## src/rtl/setup_hold_sweeper_pkg.sv

```systemverilog
// Shared definitions for the setup/hold sweeper: controller states and the
// default width of timing fields and result counters.
package setup_hold_sweeper_pkg;

  localparam int unsigned SHS_W_DEFAULT = 8;

  typedef enum logic [2:0] {
    ST_IDLE   = 3'd0,
    ST_LOW    = 3'd1,
    ST_HIGH   = 3'd2,
    ST_SAMPLE = 3'd3,
    ST_DONE   = 3'd4
  } shs_state_e;

endpackage

```

## src/rtl/setup_hold_sweeper_gate_cycle_counter.sv

```systemverilog
// Loadable down-counter that times the LOW and HIGH phases of each trial.
// A load presents (width-1); the phase ends in the cycle where o_zero is high.
module gate_cycle_counter
  import setup_hold_sweeper_pkg::*;
#(
  parameter int W = SHS_W_DEFAULT
) (
  input  logic         clk,
  input  logic         reset_L,
  input  logic         i_load,
  input  logic [W-1:0] i_load_val,
  output logic [W-1:0] o_count,
  output logic         o_zero
);

  localparam logic [W-1:0] ZERO_W = {W{1'b0}};
  localparam logic [W-1:0] ONE_W  = {{(W-1){1'b0}}, 1'b1};

  logic [W-1:0] r_count;

  // Load on phase entry, otherwise count down and rest at zero.
  always_ff @(posedge clk or negedge reset_L) begin
    if (!reset_L) begin
      r_count <= ZERO_W;
    end else if (i_load) begin
      r_count <= i_load_val;
    end else if (r_count != ZERO_W) begin
      r_count <= r_count - ONE_W;
    end else begin
      r_count <= r_count;
    end
  end

  assign o_count = r_count;
  assign o_zero  = (r_count == ZERO_W);

endmodule

```

## src/rtl/setup_hold_sweeper.sv

```systemverilog
// Setup/hold sweeper: drives a latch under test through th trials, shrinking
// the data-to-gate-fall offset each trial, and tallies which offsets capture.
module setup_hold_sweeper
  import setup_hold_sweeper_pkg::*;
#(
  parameter int W = SHS_W_DEFAULT
) (
  input  logic         clk,
  input  logic         reset_L,
  input  logic         start,
  input  logic         abort,
  input  logic [W-1:0] cfg_th,
  input  logic [W-1:0] cfg_tl,
  input  logic         q,
  output logic         g,
  output logic         d,
  output logic         busy,
  output logic         done,
  output logic [W-1:0] pass_cnt,
  output logic [W-1:0] fail_cnt,
  output logic [W-1:0] min_pass_off
);

  localparam logic [W-1:0] ZERO_W = {W{1'b0}};
  localparam logic [W-1:0] ONE_W  = {{(W-1){1'b0}}, 1'b1};
  localparam logic [W-1:0] ALL1_W = {W{1'b1}};

  shs_state_e   r_state, w_state_nx;
  logic [W-1:0] r_th, r_tl, r_off, r_pass, r_fail, r_min;
  logic         r_exp, r_g, r_d, r_busy, r_done;
  logic [W-1:0] w_th_cap, w_tl_cap, w_cnt, w_cnt_load_val, w_k_nx;
  logic         w_cnt_load, w_cnt_zero, w_start_go, w_sample_go, w_match;

  gate_cycle_counter #(.W(W)) u_gate_cycle_counter (
    .clk        (clk),
    .reset_L    (reset_L),
    .i_load     (w_cnt_load),
    .i_load_val (w_cnt_load_val),
    .o_count    (w_cnt),
    .o_zero     (w_cnt_zero)
  );

  assign w_th_cap    = (cfg_th == ZERO_W) ? ONE_W : cfg_th;
  assign w_tl_cap    = (cfg_tl == ZERO_W) ? ONE_W : cfg_tl;
  // HIGH-phase index k of the coming cycle, so d can be registered in step with g.
  assign w_k_nx      = w_cnt_load ? w_cnt_load_val : (w_cnt - ONE_W);
  assign w_start_go  = (r_state == ST_IDLE) && (w_state_nx == ST_LOW);
  assign w_sample_go = (r_state == ST_SAMPLE) && !abort;
  assign w_match     = (q == r_exp);

  // State register.
  always_ff @(posedge clk or negedge reset_L) begin
    if (!reset_L) begin
      r_state <= ST_IDLE;
    end else begin
      r_state <= w_state_nx;
    end
  end

  // Next-state and phase-counter load decode; abort overrides everything.
  always_comb begin
    w_state_nx     = r_state;
    w_cnt_load     = 1'b0;
    w_cnt_load_val = ZERO_W;
    if (abort) begin
      w_state_nx = ST_IDLE;
    end else begin
      case (r_state)
        ST_IDLE: begin
          if (start) begin
            w_state_nx     = ST_LOW;
            w_cnt_load     = 1'b1;
            w_cnt_load_val = w_tl_cap - ONE_W;
          end else begin
            w_state_nx = ST_IDLE;
          end
        end
        ST_LOW: begin
          if (w_cnt_zero) begin
            w_state_nx     = ST_HIGH;
            w_cnt_load     = 1'b1;
            w_cnt_load_val = r_th - ONE_W;
          end else begin
            w_state_nx = ST_LOW;
          end
        end
        ST_HIGH: begin
          if (w_cnt_zero) begin
            w_state_nx = ST_SAMPLE;
          end else begin
            w_state_nx = ST_HIGH;
          end
        end
        ST_SAMPLE: begin
          if (r_off == ZERO_W) begin
            w_state_nx = ST_DONE;
          end else begin
            w_state_nx     = ST_LOW;
            w_cnt_load     = 1'b1;
            w_cnt_load_val = r_tl - ONE_W;
          end
        end
        ST_DONE: w_state_nx = ST_IDLE;
        default: w_state_nx = ST_IDLE;
      endcase
    end
  end

  // Registered drives and the per-trial datapath (shadows, offset, tallies).
  always_ff @(posedge clk or negedge reset_L) begin
    if (!reset_L) begin
      r_g    <= 1'b0;
      r_d    <= 1'b0;
      r_busy <= 1'b0;
      r_done <= 1'b0;
      r_th   <= ZERO_W;
      r_tl   <= ZERO_W;
      r_off  <= ZERO_W;
      r_exp  <= 1'b0;
      r_pass <= ZERO_W;
      r_fail <= ZERO_W;
      r_min  <= ALL1_W;
    end else begin
      r_g    <= (w_state_nx == ST_HIGH);
      r_busy <= (w_state_nx != ST_IDLE);
      r_done <= (w_state_nx == ST_DONE);
      if ((w_state_nx == ST_HIGH) && (w_k_nx <= r_off)) begin
        r_d <= r_exp;
      end
      if (w_start_go) begin
        r_th   <= w_th_cap;
        r_tl   <= w_tl_cap;
        r_off  <= w_th_cap - ONE_W;
        r_exp  <= ~r_d;
        r_pass <= ZERO_W;
        r_fail <= ZERO_W;
        r_min  <= ALL1_W;
      end else if (w_sample_go) begin
        if (w_match) begin
          r_pass <= (r_pass == ALL1_W) ? r_pass : (r_pass + ONE_W);
          r_min  <= r_off;
        end else begin
          r_fail <= (r_fail == ALL1_W) ? r_fail : (r_fail + ONE_W);
        end
        if (r_off != ZERO_W) begin
          r_off <= r_off - ONE_W;
          r_exp <= ~r_exp;
        end
      end
    end
  end

  assign g            = r_g;
  assign d            = r_d;
  assign busy         = r_busy;
  assign done         = r_done;
  assign pass_cnt     = r_pass;
  assign fail_cnt     = r_fail;
  assign min_pass_off = r_min;

endmodule

```

## config.mk

```make
export PLATFORM = sky130hd
export DESIGN_NAME = setup_hold_sweeper
export DESIGN_NICKNAME = d
export VERILOG_FILES = /design/src/rtl/setup_hold_sweeper_pkg.sv /design/src/rtl/setup_hold_sweeper_gate_cycle_counter.sv /design/src/rtl/setup_hold_sweeper.sv
export SDC_FILE = /design/constraint.sdc
export NUM_CORES = 1
export LEC_CHECK = 0
export ABC_CLOCK_PERIOD_IN_PS = 6800
export CORE_ASPECT_RATIO = 0.9
export CORE_MARGIN = 3
export CORE_UTILIZATION = 45
export CTS_BUF_LIST = sky130_fd_sc_hd__clkbuf_16
export DETAILED_ROUTE_END_ITERATION = 12
export PLACE_DENSITY = 0.66
export RECOVER_POWER = 25
export SYNTH_ARGS = -nofsm -noshare
export SYNTH_HDL_FRONTEND = slang
export SYNTH_SLANG_ARGS = --single-unit
```

## constraint.sdc

```tcl
create_clock -name clk -period 6.8 [get_ports clk]
set_input_delay 0.68 -clock clk [delete_from_list [all_inputs] [get_ports clk]]
set_output_delay 0.68 -clock clk [all_outputs]
set_load 0.05 [all_outputs]
```

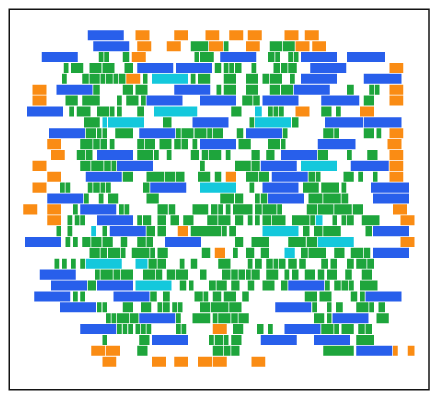
(images/cell_classes.png)
Drawn at 4 px/µm.
[clock drivers and dummy loads] cyan | cells: 16
[flip-flops] blue | cells: 64
[other buffers and delay cells] orange | cells: 52
[all other logic] green | cells: 366

==> qor.json <==
{
  "max_cap_violations": {"value": 1},
  "p_leak": {"value": 2.07, "unit": "nW"},
  "max_clock_freq": {"value": 233, "unit": "MHz"},
  "synth.mux.area_fraction": {"value": 1.88, "unit": "%"},
  "post-route-period-util": {"value": 63.2, "unit": "%"},
  "relSlewSlack": {"value": -128, "unit": "%"},
  "power_frac_seq": {"value": 37.6, "unit": "%"},
  "netlist_instances": {"value": 447},
  "worst_hold_path_type": {"value": "flop to flop"},
  "count_of_state_elements_after_synthesis": {"value": 64},
  "port_buffers": {"value": 48},
  "synthTopLogicFamily": {"value": "simple AND/OR/NAND/NOR gates"},
  "worst_setup_hold_path_clk_slew": {"value": 0.05, "unit": "ns"},
  "violations_in_the_final_reports": {"value": "max-capacitance violations, max-slew violations"},
  "status": {"value": "finished, violations left"},
  "fp.dieArea": {"value": 0.00991, "unit": "mm²"},
  "timing_hold_violations_final": {"value": 0},
  "power_after_layout": {"value": 1.40, "unit": "mW"},
  "yosys_top_cell_by_instances": {"value": "sky130_fd_sc_hd__nand2_1"},
  "clock.latency.late_pin": {"value": 0.33, "unit": "ns"},
  "timing.final.max_slew_violations": {"value": 65},
  "syn2layout_area_growth": {"value": 22.0, "unit": "%"}
}
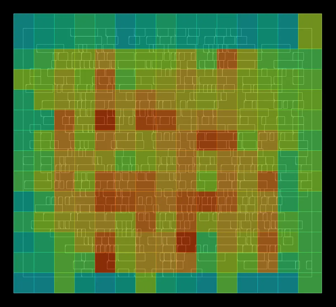
(images/final_congestion.png)
global routing met1 resource utilization: 31.5%
met3 layer usage reported by global route: 5.67%
Finished Core Util: 58.1%
total routing usage reported by global routing: 21.6%

## placed cells by master (no fill, tap or decap), drive strengths merged, types with 5 or more instances in the layout
master | synthesis | final
a211oi | 8 | 8
a21o | 8 | 8
a21oi | 30 | 30
clkbuf | 11 | 10
clkdlybuf4s50 | 0 | 47
dfrtp | 56 | 56
dfstp | 8 | 8
ha | 16 | 16
inv | 21 | 22
nand2 | 68 | 68
nand3 | 16 | 16
nor2 | 38 | 38
nor3 | 16 | 16
nor4 | 8 | 8
o211ai | 12 | 12
o21ai | 15 | 15
o31ai | 5 | 5
or3 | 7 | 7
or4 | 9 | 9
xnor2 | 28 | 28
xor2 | 8 | 8
## power groups by stage
stage	Combinational [mW]	Sequential, mW	Clock [mW]
3_3_place_gp	0.411	0.528	0
3_5_place_dp	0.423	0.529	0
4_1_cts	0.426	0.523	0.456
5_1_grt	0.487	0.535	0.475
2_1_floorplan	0.308	0.513	0
6_report	0.426	0.526	0.446
## routing by layer
| metal | vias up | wire length, µm | track usage (%) |
|---|---|---|---|
| li1 | 1692 | - | - |
| met1 | 1670 | 4930 | 31.5 |
| met2 | 117 | 4490 | 32.2 |
| met3 | 12 | 656 | 5.67 |
| met4 | 0 | 102 | 5.03 |
| met5 | - | 0 | 0 |
## cell type report
class,count,area [µm²]
repair buffers,52,502
multi-input cells,345,2180
well taps,115,144
fillers,778,3460
clock inverters,7,63.8
inverters,21,78.8
flip-flops and latches,64,1610
clock buffers,9,225
## state kept, by name, summed over array words and instances (netlist names), 3 cells and up
name and flops:
fail_cnt 8, min_pass_off 8, pass_cnt 8, r_off 8
r_th 8, r_tl 8, u_gate_cycle_counter.o_count 8, r_state 3
## kinds of logic (layout without fill, tap and decap cells)
logic type,Yosys count,in the layout
compound gates,100,100
xor+xnor,36,36
fa+ha+maj,16,16
buf+inv,38,89
flops,64,64
mux,7,7
simple gates,186,186
## worst paths after layout
kind                                 startpoint                               to  slack [ns]  cells past startpoint
min in group asynchronous               reset_L  u_gate_cycle_counter.o_count[3]        1.60                      2
worst max register to register         r_off[4]                                d        2.69                     11
max in group asynchronous               reset_L                         r_off[5]        3.25                      2
worst min register to register  min_pass_off[0]                  min_pass_off[0]        0.50                      2
worst min-delay path            min_pass_off[0]                  min_pass_off[0]        0.50                      2
worst max-delay path                  cfg_tl[4]                                d        2.50                     15
## worst max-delay path: stages
cell and delay [ns]:
sky130_fd_sc_hd__clkdlybuf4s50_1 0.63, sky130_fd_sc_hd__nor3_1 0.13, sky130_fd_sc_hd__a31oi_1 0.33, sky130_fd_sc_hd__ha_1 0.24, sky130_fd_sc_hd__or3b_2 0.48, sky130_fd_sc_hd__or4_1 0.41, sky130_fd_sc_hd__a21oi_1 0.15, sky130_fd_sc_hd__o21ai_0 0.13
sky130_fd_sc_hd__nand2_1 0.10, sky130_fd_sc_hd__ha_1 0.25, sky130_fd_sc_hd__a21o_1 0.20, sky130_fd_sc_hd__a21oi_1 0.20, sky130_fd_sc_hd__o2111a_1 0.21, sky130_fd_sc_hd__o211ai_1 0.10, sky130_fd_sc_hd__mux2_2 0.29
Power is estimated from default activity; no workload was simulated.
